Run 1, routing congestion:
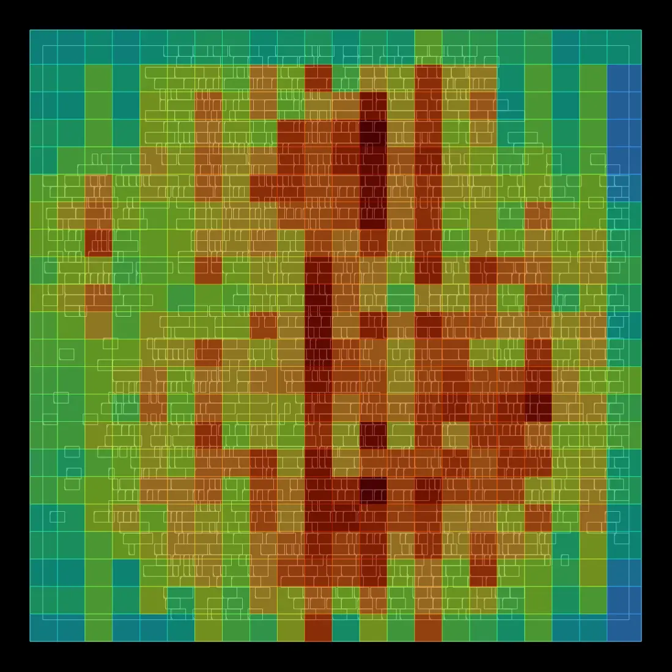
Run 1, register map, names as in the netlist:
Drawn at 3 px/um.
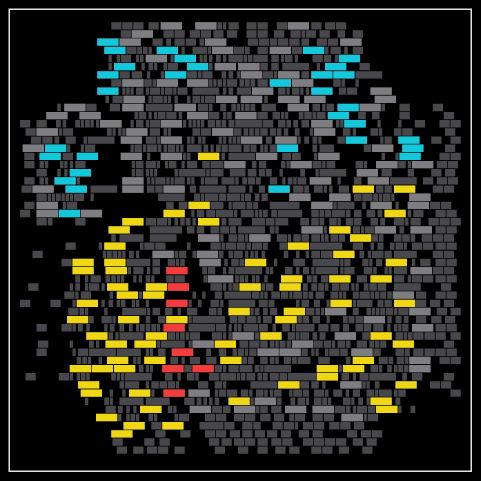
Run 1, metal 4:
Drawn at 3 px/um. Supply wires on this layer in gray.
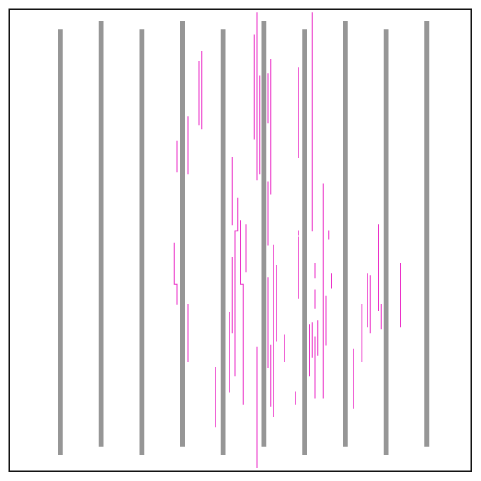
Run 1, the metal 1 layer:
Drawn at 4 px/um. Supply wires on this layer in gray. Cells faint in the background.
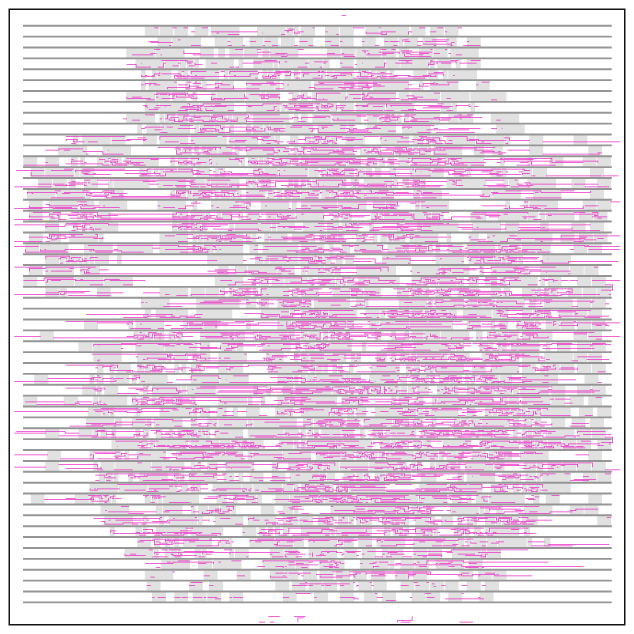
--- src/rtl/memctrl_pkg.sv ---
// Shared encodings for the byte-serial memory controller: access lengths, FSM states, port select
// and the latched request record.
package memctrl_pkg;

    localparam int BYTE_W = 8;

    localparam logic [1:0] LEN_BYTE = 2'b00;
    localparam logic [1:0] LEN_HALF = 2'b01;
    localparam logic [1:0] LEN_WORD = 2'b11;

    typedef enum logic [1:0] {
        MC_IDLE = 2'b00,
        MC_BUSY = 2'b01,
        MC_COOL = 2'b10
    } mc_state_e;

    typedef enum logic {
        MC_PORT_IF  = 1'b0,
        MC_PORT_MEM = 1'b1
    } mc_port_e;

    typedef struct packed {
        mc_port_e    port;
        logic        wr;
        logic [2:0]  nbytes;
        logic [31:0] addr;
        logic [31:0] wdata;
    } mc_req_t;

    function automatic logic [2:0] len_to_bytes(input logic [1:0] len);
        case (len)
            LEN_BYTE: return 3'd1;
            LEN_HALF: return 3'd2;
            LEN_WORD: return 3'd4;
            default:  return 3'd4;
        endcase
    endfunction

endpackage

--- src/rtl/memctrl.sv ---
// Arbitrates IF/MEM onto an 8-bit RAM; store done N edges after accept, load done N+1 edges after.
// Requesters hold req until done; a COOL cycle after each access gives them time to drop it.
module memctrl
    import memctrl_pkg::*;
(
    input  logic              clk,
    input  logic              rst,
    input  logic              if_req,
    input  logic [31:0]       if_addr,
    output logic [31:0]       if_data,
    output logic              if_done,
    input  logic              mem_req,
    input  logic              mem_wr,
    input  logic [1:0]        mem_len,
    input  logic [31:0]       mem_addr,
    input  logic [31:0]       mem_wdata,
    output logic [31:0]       mem_rdata,
    output logic              mem_done,
    input  logic [BYTE_W-1:0] ram_din,
    output logic [BYTE_W-1:0] ram_dout,
    output logic [31:0]       ram_a,
    output logic              ram_wr
);

    mc_state_e          r_state, w_state_nxt;
    logic [2:0]         r_cnt, w_cnt_nxt;
    mc_req_t            r_req, w_req_nxt;
    logic [31:0]        r_buf, w_buf_nxt;
    logic [31:0]        r_ram_a, w_ram_a_nxt;
    logic [BYTE_W-1:0]  r_ram_dout, w_ram_dout_nxt;
    logic               r_ram_wr, w_ram_wr_nxt;
    logic [31:0]        r_if_data, w_if_data_nxt;
    logic [31:0]        r_mem_rdata, w_mem_rdata_nxt;
    logic               r_if_done, w_if_done_nxt;
    logic               r_mem_done, w_mem_done_nxt;
    logic [2:0]         w_cnt_inc, w_cnt_dec;

    assign w_cnt_inc = r_cnt + 3'd1;
    assign w_cnt_dec = r_cnt - 3'd1;

    always_ff @(posedge clk) begin
        if (rst) r_state <= MC_IDLE;
        else     r_state <= w_state_nxt;
    end

    always_comb begin
        w_state_nxt     = r_state;
        w_cnt_nxt       = r_cnt;
        w_req_nxt       = r_req;
        w_buf_nxt       = r_buf;
        w_ram_a_nxt     = r_ram_a;
        w_ram_dout_nxt  = r_ram_dout;
        w_ram_wr_nxt    = 1'b0;
        w_if_data_nxt   = r_if_data;
        w_mem_rdata_nxt = r_mem_rdata;
        w_if_done_nxt   = 1'b0;
        w_mem_done_nxt  = 1'b0;
        case (r_state)
            MC_IDLE: begin
                // MEM holds the older instruction, so it wins a tie
                if (mem_req || if_req) begin
                    w_req_nxt.port   = mem_req ? MC_PORT_MEM : MC_PORT_IF;
                    w_req_nxt.wr     = mem_req & mem_wr;
                    w_req_nxt.nbytes = mem_req ? len_to_bytes(mem_len) : 3'd4;
                    w_req_nxt.addr   = mem_req ? mem_addr : if_addr;
                    w_req_nxt.wdata  = mem_wdata;
                    w_ram_a_nxt      = w_req_nxt.addr;
                    if (w_req_nxt.wr) begin
                        w_ram_wr_nxt   = 1'b1;
                        w_ram_dout_nxt = mem_wdata[BYTE_W-1:0];
                    end
                    w_cnt_nxt   = 3'd0;
                    w_buf_nxt   = '0;
                    w_state_nxt = MC_BUSY;
                end
            end
            MC_BUSY: begin
                if (r_req.wr) begin
                    if (r_cnt == r_req.nbytes - 3'd1) begin
                        w_mem_done_nxt = 1'b1;
                        w_state_nxt    = MC_COOL;
                    end else begin
                        w_cnt_nxt      = w_cnt_inc;
                        w_ram_a_nxt    = r_req.addr + {29'd0, w_cnt_inc};
                        w_ram_dout_nxt = r_req.wdata[{w_cnt_inc, 3'b000} +: BYTE_W];
                        w_ram_wr_nxt   = 1'b1;
                    end
                end else begin
                    // Address issue runs one cycle ahead; capture trails the address by two edges
                    if (w_cnt_inc < r_req.nbytes)
                        w_ram_a_nxt = r_req.addr + {29'd0, w_cnt_inc};
                    if (r_cnt != 3'd0)
                        w_buf_nxt[{w_cnt_dec, 3'b000} +: BYTE_W] = ram_din;
                    if (r_cnt == r_req.nbytes) begin
                        if (r_req.port == MC_PORT_MEM) begin
                            w_mem_done_nxt  = 1'b1;
                            w_mem_rdata_nxt = w_buf_nxt;
                        end else begin
                            w_if_done_nxt = 1'b1;
                            w_if_data_nxt = w_buf_nxt;
                        end
                        w_state_nxt = MC_COOL;
                    end else begin
                        w_cnt_nxt = w_cnt_inc;
                    end
                end
            end
            MC_COOL: w_state_nxt = MC_IDLE;
            default: w_state_nxt = MC_IDLE;
        endcase
    end

    always_ff @(posedge clk) begin
        if (rst) begin
            r_cnt       <= '0;
            r_req       <= '0;
            r_buf       <= '0;
            r_ram_a     <= '0;
            r_ram_dout  <= '0;
            r_ram_wr    <= 1'b0;
            r_if_data   <= '0;
            r_mem_rdata <= '0;
            r_if_done   <= 1'b0;
            r_mem_done  <= 1'b0;
        end else begin
            r_cnt       <= w_cnt_nxt;
            r_req       <= w_req_nxt;
            r_buf       <= w_buf_nxt;
            r_ram_a     <= w_ram_a_nxt;
            r_ram_dout  <= w_ram_dout_nxt;
            r_ram_wr    <= w_ram_wr_nxt;
            r_if_data   <= w_if_data_nxt;
            r_mem_rdata <= w_mem_rdata_nxt;
            r_if_done   <= w_if_done_nxt;
            r_mem_done  <= w_mem_done_nxt;
        end
    end

    assign if_data   = r_if_data;
    assign if_done   = r_if_done;
    assign mem_rdata = r_mem_rdata;
    assign mem_done  = r_mem_done;
    assign ram_a     = r_ram_a;
    assign ram_dout  = r_ram_dout;
    assign ram_wr    = r_ram_wr;

endmodule

--- config.mk ---
export PLATFORM = sky130hd
export DESIGN_NAME = memctrl
export DESIGN_NICKNAME = d
export VERILOG_FILES = /design/src/rtl/memctrl_pkg.sv /design/src/rtl/memctrl.sv
export SDC_FILE = /design/constraint.sdc
export NUM_CORES = 1
export LEC_CHECK = 0
export ABC_CLOCK_PERIOD_IN_PS = 2850
export CAP_MARGIN = 0
export CORE_MARGIN = 3
export CORE_UTILIZATION = 45
export CTS_CLUSTER_DIAMETER = 200
export DETAILED_ROUTE_END_ITERATION = 8
export GPL_ROUTABILITY_DRIVEN = 0
export GPL_TIMING_DRIVEN = 0
export PLACE_DENSITY = 0.86
export SLEW_MARGIN = 20
export SYNTH_ARGS = -nofsm -noshare
export SYNTH_HDL_FRONTEND = slang
export SYNTH_SLANG_ARGS = --single-unit
export TNS_END_PERCENT = 20
--- constraint.sdc ---
create_clock -name clk -period 2.85 [get_ports clk]
set_input_delay 0.4275 -clock clk [delete_from_list [all_inputs] [get_ports clk]]
set_output_delay 0.4275 -clock clk [all_outputs]
set_load 0.1 [all_outputs]
==> Changelog: implementation, run 1 <==
## Flow update

* Outcome: complete, but fails checks
* Failing checks: negative setup slack
* GR Util All Layers at 26.5%
* Bufs and invs on worst path at 4
* Clk pwr at 3020 uW
* Yosys top cell by area: dfxtp_1
* Slew @ Worst Pin at 1.05 ns
* Multi-input comb cells at 804
* CTS H-tree lvls at 1
* Met3 wire length at 3590 um
* NetSw at 3310 uW
* Worst path slowest cell: fa_2
* Top non-seq family: simple AND/OR/NAND/NOR gates
* Antenna cells at 1
* Comb area at 0.00522 sq mm
* WP depth at 11
* Top cell area share at 43.5%
* Critical path class: reg -> reg
* Highest-power group: registers
* Setup TNS at -0.0966 ns
* Clock buf/inv share at 5.60%
* Synth mux share at 10.1%
* Pwr/cell area at 684 mW/mm^2
* Post-route cell area at 0.0134 sq mm
* CTS Buffer Depth at 3
* Synthesized net count at 1259
* Num tapcells at 275
* Reg-to-reg startpoint: r_cnt[0]
* Nets at 1512
* Synth Register Bits at 213
* Reg2Reg Depth at 11
* Final tally of hold violations at 0
* WL met1 at 13200 um
* Clk sink count at 213
* Fp util at 46.2%
* Dpl cell area at 0.0123 sq mm
* # fillers at 1668
* Int Power at 5830 uW
* Global route overflow at 0
* DR WL met2 at 15600 um
* Buffers excl. clock at 313
* Min Tclk post-route at 2.90 ns
* Mapped Area at 0.00979 sq mm
* Basic Gates by Area at 20.1%
* Worst min path class: reg -> reg
* Vias per cell at 5.88
* Fin util at 63.0%
* Crit share post-route at 102%
* Largest net degree at the start of global routing at 15
* VDD IR max at 0.363 mV
* Chip width at 154 um
* Clock buffer count from CTS at 22
* Logic share of the area at 39.1%
* PnR worst setup slack at -0.0509 ns
* Drt drc at 0
* Row count at 53
* Number of enable flip-flop cells at 0
* Drt first pass iters at 8
* First-pass GRT wire length at 51100 um
* Tool warnings at 33
* Flop share of the area at 31.9%
* Post-synth seq share at 43.5%
* Non-clock inverters at 32
* Crit-path leading delay family: adder cells
* Worst Path Max Fanout at 8
* Count leader, synth: dfxtp_1
* Ys async rst share at 0%
* Die Y-Extent at 154 um
* Crit path DAT at 3.29 ns
* Buffer share of cell area at 19.9%
* CP endpoint kind: flop
* Rel. slew slack at 29.5%
* Largest Register: r_req
* Lkg Pwr at 0.00497 uW
* DRT Wirelength at 33600 um
* Hold path startpoint: ram_a[5]
* Die Size at 0.0236 sq mm
* CTS Hold Bufs at 0
* Hold Slack at 0.454 ns
* Initial antenna violation count at 3
* Worst R2R End: ram_a[16]
* Yosys synthesis chip area at 0.00979 sq mm
* Clock Skew at 0.0220 ns
* Register area at 0.00427 sq mm
* Placed cell count at 1624
* Worst Setup SP: r_cnt[0]
* Unique cell types at 64
* Req. time, crit path at 3.24 ns
* Max-Cap Viols at 0
* Synthesized instance count at 1133
* Crit path to: ram_a[16]
* Clk_lat worst skew at 0.51 ns
* Top cell excl fill/tap: clkdlybuf4s50_1
* Pre-CTS setup slack at -0.707 ns
* Root Driver: clkbuf_16
* Flip-flops at 213
* WHS Endpoint: ram_a[5]
* Critical path, cell by cell: clkbuf_16 -> clkinvlp_4 -> ha_4 -> inv_4 -> fa_2 -> nor2b_4 -> o2111ai_4 -> buf_6 -> o31ai_4 -> nand3_1 -> a32o_1
* Layout area overhead at 36.4%
* Reg power frac at 37.7%
* # setup viols final at 3
* Post-CTS sizing at 19
* Comb pwr at 2680 uW
* Largest register FFs at 69
* Hold path depth at 2
* 1st-iter DRT viols at 1043
* Clk pwr share at 33.0%
* Seq. pwr at 3450 uW
* Synth warn at 0
* CP Launch Type: flop
* Area-dominant class: combinational gates
* Combinational power share at 29.3%
* Clock transition at the registers of the reported paths at 0.07 ns
* Top layer used by detailed routing: met5
* Routed Antenna Nets at 0
* Syn avg cell area at 8.64 sq um
* GRT met1 Usage at 34.1%
* Pins Over Slew Limit at 0
* Commonest cells post-synth: 213 x dfxtp_1, 164 x nor2_1, 136 x nand2_1
* Unrepaired setup endpoints after global routing: yes
* Total setup buffers inserted after CTS at 8
* R2r setup slk at -0.05 ns
* Switching fraction of total power at 36.2%
* Core Region at 0.0212 sq mm
* Ys cells at 1133
* Final Total Pwr at 9140 uW
* Vias in the first global route at 9456
* Peak Freq at 345 MHz
* Top cells by area: dfxtp_1 44%, mux2i_1 8.2%, nor2_1 6.3%, a211oi_1 6.0%, nand2_1 5.2%
* Most frequent cells in the layout: 216 x clkdlybuf4s50_1, 212 x dfxtp_1, 162 x nor2_1
* CP max stage delay at 0.41 ns
* Dpl hpwl at 23800 um
* XOR Share, Synth at 1.66%
* CTS tree: yes
* Post-Synth Adder-Cell Area at 1.99%
* Non-Filler Instances at 1674
* Clkbuf count at 28
* Io pins at 218
* Vias at 9849
Notes on 'routing congestion' above:
M2 GR Usage: 44.0%
GR Util met3: 6.14%
gr busiest metal: met2
Avg WL per Cell: 20.1 um

Notes on 'register map, names as in the netlist' above:
| signal | color | flops |
|---|---|---|
| r_req | yellow | 69 |
| if_data | cyan | 32 |
| ram_dout | red | 8 |

Notes on 'metal 4' above:
main direction: vertical
nets with wire on the layer: 37

Notes on 'the metal 1 layer' above:
nets with wire on the layer: 1401
wire length on this layer: 13200 um
longest straight run: 47.4 um
share of all routed wire: 39%
main direction: horizontal

Run 1, routed metal, one color a layer:
Drawn at 3 px/um. Two of the layers only.
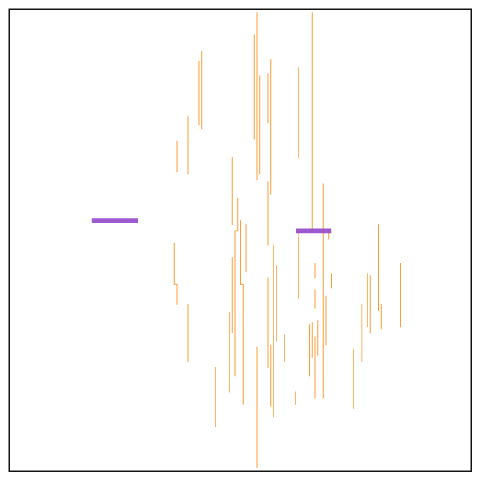

==> run 1 -> run 2 <==
--- a/config.mk
+++ b/config.mk
@@ -13,7 +13,8 @@
 export DETAILED_ROUTE_END_ITERATION = 8
 export GPL_ROUTABILITY_DRIVEN = 0
 export GPL_TIMING_DRIVEN = 0
-export PLACE_DENSITY = 0.86
+export MAX_ROUTING_LAYER = met4
+export PLACE_DENSITY = 0.8
 export SLEW_MARGIN = 20
 export SYNTH_ARGS = -nofsm -noshare
 export SYNTH_HDL_FRONTEND = slang
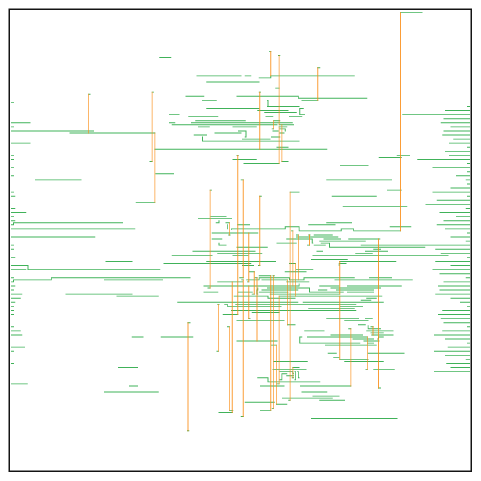
Run 2: routed metal, one color a layer
Drawn at 3 px/um. Two of the layers only.
| layer | color | wire length |
|---|---|---|
| metal 3 | green | 2960 um |
| metal 4 | orange | 978 um |

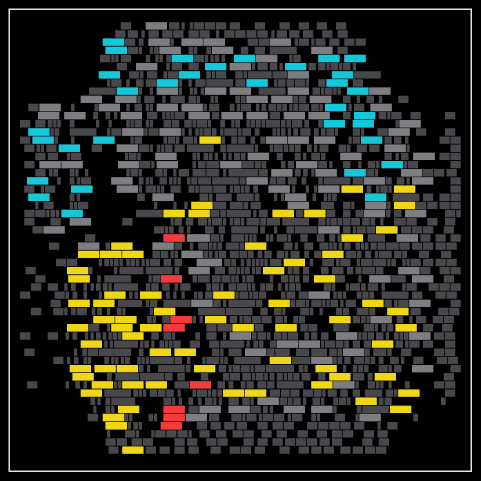
Run 2: register map, names as in the netlist
Drawn at 3 px/um.
| signal | color | flops |
|---|---|---|
| if_data | cyan | 32 |
| r_req | yellow | 69 |
| ram_dout | red | 8 |
not colored: 104

==> run 2 against run 1 <==
The flow still finishes with violations (negative setup slack). Clock skew is 0.0061 ns lower. Worst hold slack gained 0.0023 ns. Wire length decreased by 3.7%. Sequential power about the same. Via count is 1.5% lower. Critical path depth grew 1. Final cell count grew 0.18%. Maximum frequency up 1.7%. Core utilization up 0.082 points. Power shrank 1.7%. Critical endpoint is now ram_a[12]. Largest power group unchanged. Highest routed layer is now met4.
==> Changelog: implementation, run 2 <==
## Flow update

* Outcome: complete, but fails checks
* Failing checks: negative setup slack
* Worst R2R End: ram_a[12]
* Hold Slack at 0.456 ns
* Top cell excl fill/tap: clkdlybuf4s50_1
* Met3 wire length at 2960 um
* 1st-iter DRT viols at 933
* Reg power frac at 38.3%
* Highest-power group: registers
* Drt drc at 0
* Basic Gates by Area at 20.1%
* Placed cell count at 1624
* Final Total Pwr at 8980 uW
* Hold path depth at 2
* Worst min path class: reg -> reg
* CTS tree: yes
* Vias in the first global route at 9312
* Lkg Pwr at 0.00499 uW
* # setup viols final at 1
* Logic share of the area at 39.1%
* Buffer share of cell area at 20.1%
* Fp util at 46.2%
* Comb area at 0.00523 sq mm
* Commonest cells post-synth: 213 x dfxtp_1, 164 x nor2_1, 136 x nand2_1
* Clock buf/inv share at 5.40%
* Global route overflow at 0
* Crit share post-route at 100%
* VDD IR max at 0.462 mV
* Area-dominant class: combinational gates
* GRT met1 Usage at 34.7%
* # fillers at 1758
* Reg2Reg Depth at 12
* Core Region at 0.0212 sq mm
* NetSw at 3290 uW
* Layout area overhead at 36.6%
* Crit-path leading delay family: buffers and inverters
* DR WL met2 at 15100 um
* Mapped Area at 0.00979 sq mm
* Vias at 9703
* Synth mux share at 10.1%
* Flop share of the area at 31.9%
* Switching fraction of total power at 36.6%
* Clkbuf count at 29
* Unrepaired setup endpoints after global routing: yes
* GR Util met3 at 5.24%
* Hold path startpoint: r_req[8]
* Clk_lat worst skew at 0.51 ns
* Top non-seq family: simple AND/OR/NAND/NOR gates
* PnR worst setup slack at -0.00226 ns
* Setup TNS at -0.00226 ns
* Root Driver: clkbuf_16
* Non-clock inverters at 32
* Critical path, cell by cell: clkbuf_16 -> clkinvlp_4 -> ha_4 -> clkinvlp_4 -> fa_2 -> nor2b_4 -> o2111ai_4 -> buf_8 -> clkbuf_4 -> o21ai_1 -> nand3_1 -> a32o_1
* Clk pwr at 2880 uW
* Fin util at 63.1%
* Post-Synth Adder-Cell Area at 1.99%
* CP Launch Type: flop
* Clock Skew at 0.0159 ns
* Clock transition at the registers of the reported paths at 0.06 ns
* Largest register FFs at 69
* Nets at 1515
* Rel. slew slack at 29.7%
* Bufs and invs on worst path at 5
* Pwr/cell area at 671 mW/mm^2
* Top layer used by detailed routing: met4
* Worst Path Max Fanout at 5
* Synthesized net count at 1259
==> run 2 -> run 3 <==
--- a/config.mk
+++ b/config.mk
@@ -15,7 +15,7 @@
 export GPL_TIMING_DRIVEN = 0
 export MAX_ROUTING_LAYER = met4
 export PLACE_DENSITY = 0.8
-export SLEW_MARGIN = 20
+export SLEW_MARGIN = 5
 export SYNTH_ARGS = -nofsm -noshare
 export SYNTH_HDL_FRONTEND = slang
 export SYNTH_SLANG_ARGS = --single-unit
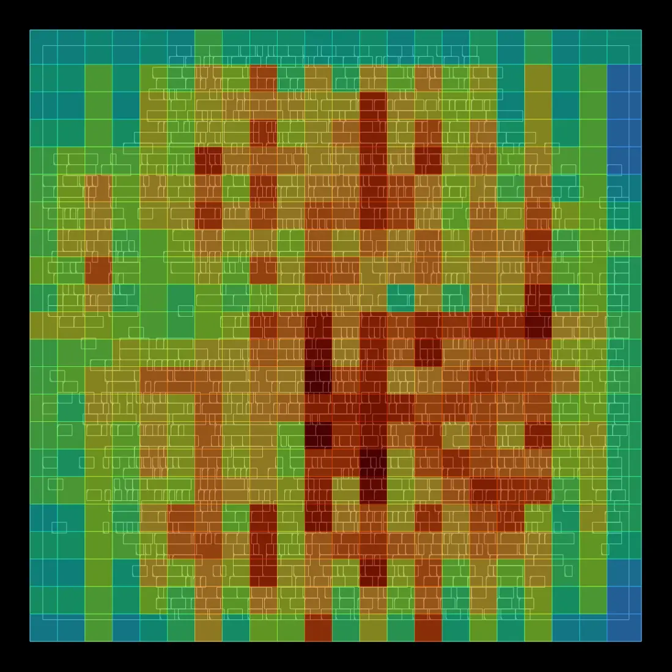
Run 3: routing congestion
GR Util All Layers: 26.7%
M2 GR Usage: 42.5%
fin util: 63.1%
Avg WL per Cell: 19.3 um

==> run 3 against run 2 <==
Clock-buffer cell count unchanged. The run still ends with negative setup slack left. Critical path depth unchanged. Sequential cell count unchanged. Maximum frequency stayed put. Highest routed layer unchanged. Non-clock buffer count is the same.
==> Changelog: implementation, run 3 <==
## Flow update

* Non-Filler Instances at 1677
* Yosys synthesis chip area at 0.00979 sq mm
* Vias per cell at 5.79
* Crit path DAT at 3.25 ns
* Io pins at 218
* Seq. pwr at 3440 uW
* DRT Wirelength at 32400 um
* WHS Endpoint: r_req[8]
* Drt drc at 0
* Post-route cell area at 0.0134 sq mm
* Vias at 9703
* Layout area overhead at 36.6%
* Int Power at 5700 uW
* Top non-seq family: simple AND/OR/NAND/NOR gates
* Comb area at 0.00523 sq mm
* Setup TNS at -0.00226 ns
* Total setup buffers inserted after CTS at 7
* DR WL met2 at 15100 um
* # setup viols final at 1
* Largest register FFs at 69
* Switching fraction of total power at 36.6%
* Max-Cap Viols at 0
* Row count at 53
* Combinational power share at 29.6%
* Dpl cell area at 0.0123 sq mm
* CP endpoint kind: flop
* Nets at 1515
* Post-Synth Adder-Cell Area at 1.99%
* Count leader, synth: dfxtp_1
* Synth Register Bits at 213
* Initial antenna violation count at 0
* Bufs and invs on worst path at 5
* GR Util met3 at 5.24%
* Outcome: complete, but fails checks
* Core Region at 0.0212 sq mm
* Non-clock inverters at 32
* Req. time, crit path at 3.25 ns
* Synth warn at 0
* Top cell area share at 43.5%
* Largest Register: r_req
* Clkbuf count at 29
* Pre-CTS setup slack at -0.631 ns
* Ys cells at 1133
* Reg2Reg Depth at 12
* CTS tree: yes
* Antenna cells at 0
* Die Size at 0.0236 sq mm
* XOR Share, Synth at 1.66%
* Critical path class: reg -> reg
* Hold path depth at 2
* Basic Gates by Area at 20.1%
* Clock transition at the registers of the reported paths at 0.06 ns
* Area-dominant class: combinational gates
* Worst R2R End: ram_a[12]
* # fillers at 1758
* Root Driver: clkbuf_16
* Clock buffer count from CTS at 22
* Final tally of hold violations at 0
* Fp util at 46.2%
* Vias in the first global route at 9312
* Worst min path class: reg -> reg
* Tool warnings at 33
* Unrepaired setup endpoints after global routing: yes
* Crit path to: ram_a[12]
* Clk_lat worst skew at 0.51 ns
* CTS H-tree lvls at 1
* Lkg Pwr at 0.00499 uW
* Synthesized instance count at 1133
* Critical path, cell by cell: clkbuf_16 -> clkinvlp_4 -> ha_4 -> clkinvlp_4 -> fa_2 -> nor2b_4 -> o2111ai_4 -> buf_8 -> clkbuf_4 -> o21ai_1 -> nand3_1 -> a32o_1
* Met3 wire length at 2960 um
* Synth mux share at 10.1%
* WP depth at 12
* Dpl hpwl at 23300 um
* Mapped Area at 0.00979 sq mm
* Post-CTS sizing at 15
* Flip-flops at 213
* Chip width at 154 um
* Clk pwr share at 32.1%
* First-pass GRT wire length at 50300 um
* R2r setup slk at -0.002 ns
* Worst Setup SP: r_cnt[0]
* Drt first pass iters at 9
* Top cell excl fill/tap: clkdlybuf4s50_1
* Syn avg cell area at 8.64 sq um
* Crit-path leading delay family: buffers and inverters
* Clk pwr at 2880 uW
* CP Launch Type: flop
* Multi-input comb cells at 804
* Reg power frac at 38.3%
* Commonest cells post-synth: 213 x dfxtp_1, 164 x nor2_1, 136 x nand2_1
* Gr busiest metal: met2
* Clock Skew at 0.0159 ns
* Final Total Pwr at 8980 uW
* Placed cell count at 1624
* Highest-power group: registers
* GRT met1 Usage at 34.7%
* Global route overflow at 0
* Reg-to-reg startpoint: r_cnt[0]
* Unique cell types at 64
* Clock buf/inv share at 5.40%
* Pwr/cell area at 671 mW/mm^2
* Flop share of the area at 31.9%
* CTS Buffer Depth at 3
* Largest net degree at the start of global routing at 15
* Top layer used by detailed routing: met4
* Top cells by area: dfxtp_1 44%, mux2i_1 8.2%, nor2_1 6.3%, a211oi_1 6.0%, nand2_1 5.2%
* VDD IR max at 0.462 mV
* Clk sink count at 213
* CTS Hold Bufs at 0
* Most frequent cells in the layout: 216 x clkdlybuf4s50_1, 211 x dfxtp_1, 162 x nor2_1
* Yosys top cell by area: dfxtp_1
* Crit share post-route at 100%
* CP max stage delay at 0.38 ns
* Pins Over Slew Limit at 0
* Number of enable flip-flop cells at 0
* Buffer share of cell area at 20.1%
* Die Y-Extent at 154 um
* WL met1 at 13400 um
* Num tapcells at 275
* Hold path startpoint: r_req[8]
* Logic share of the area at 39.1%
* Routed Antenna Nets at 0
* Comb pwr at 2660 uW
* PnR worst setup slack at -0.00226 ns
* Post-synth seq share at 43.5%
* NetSw at 3290 uW
* Synthesized net count at 1259
* Min Tclk post-route at 2.85 ns
* 1st-iter DRT viols at 933
* Failing checks: negative setup slack
* Worst Path Max Fanout at 5
* Ys async rst share at 0%
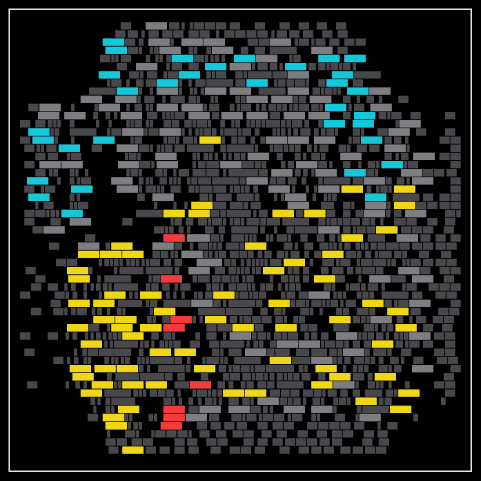
Run 3: register map, names as in the netlist
Drawn at 3 px/um.
| signal | color | flops |
|---|---|---|
| ram_dout | red | 8 |
| if_data | cyan | 32 |
| r_req | yellow | 69 |
not colored: 104

Power and IR drop assume default switching activity.
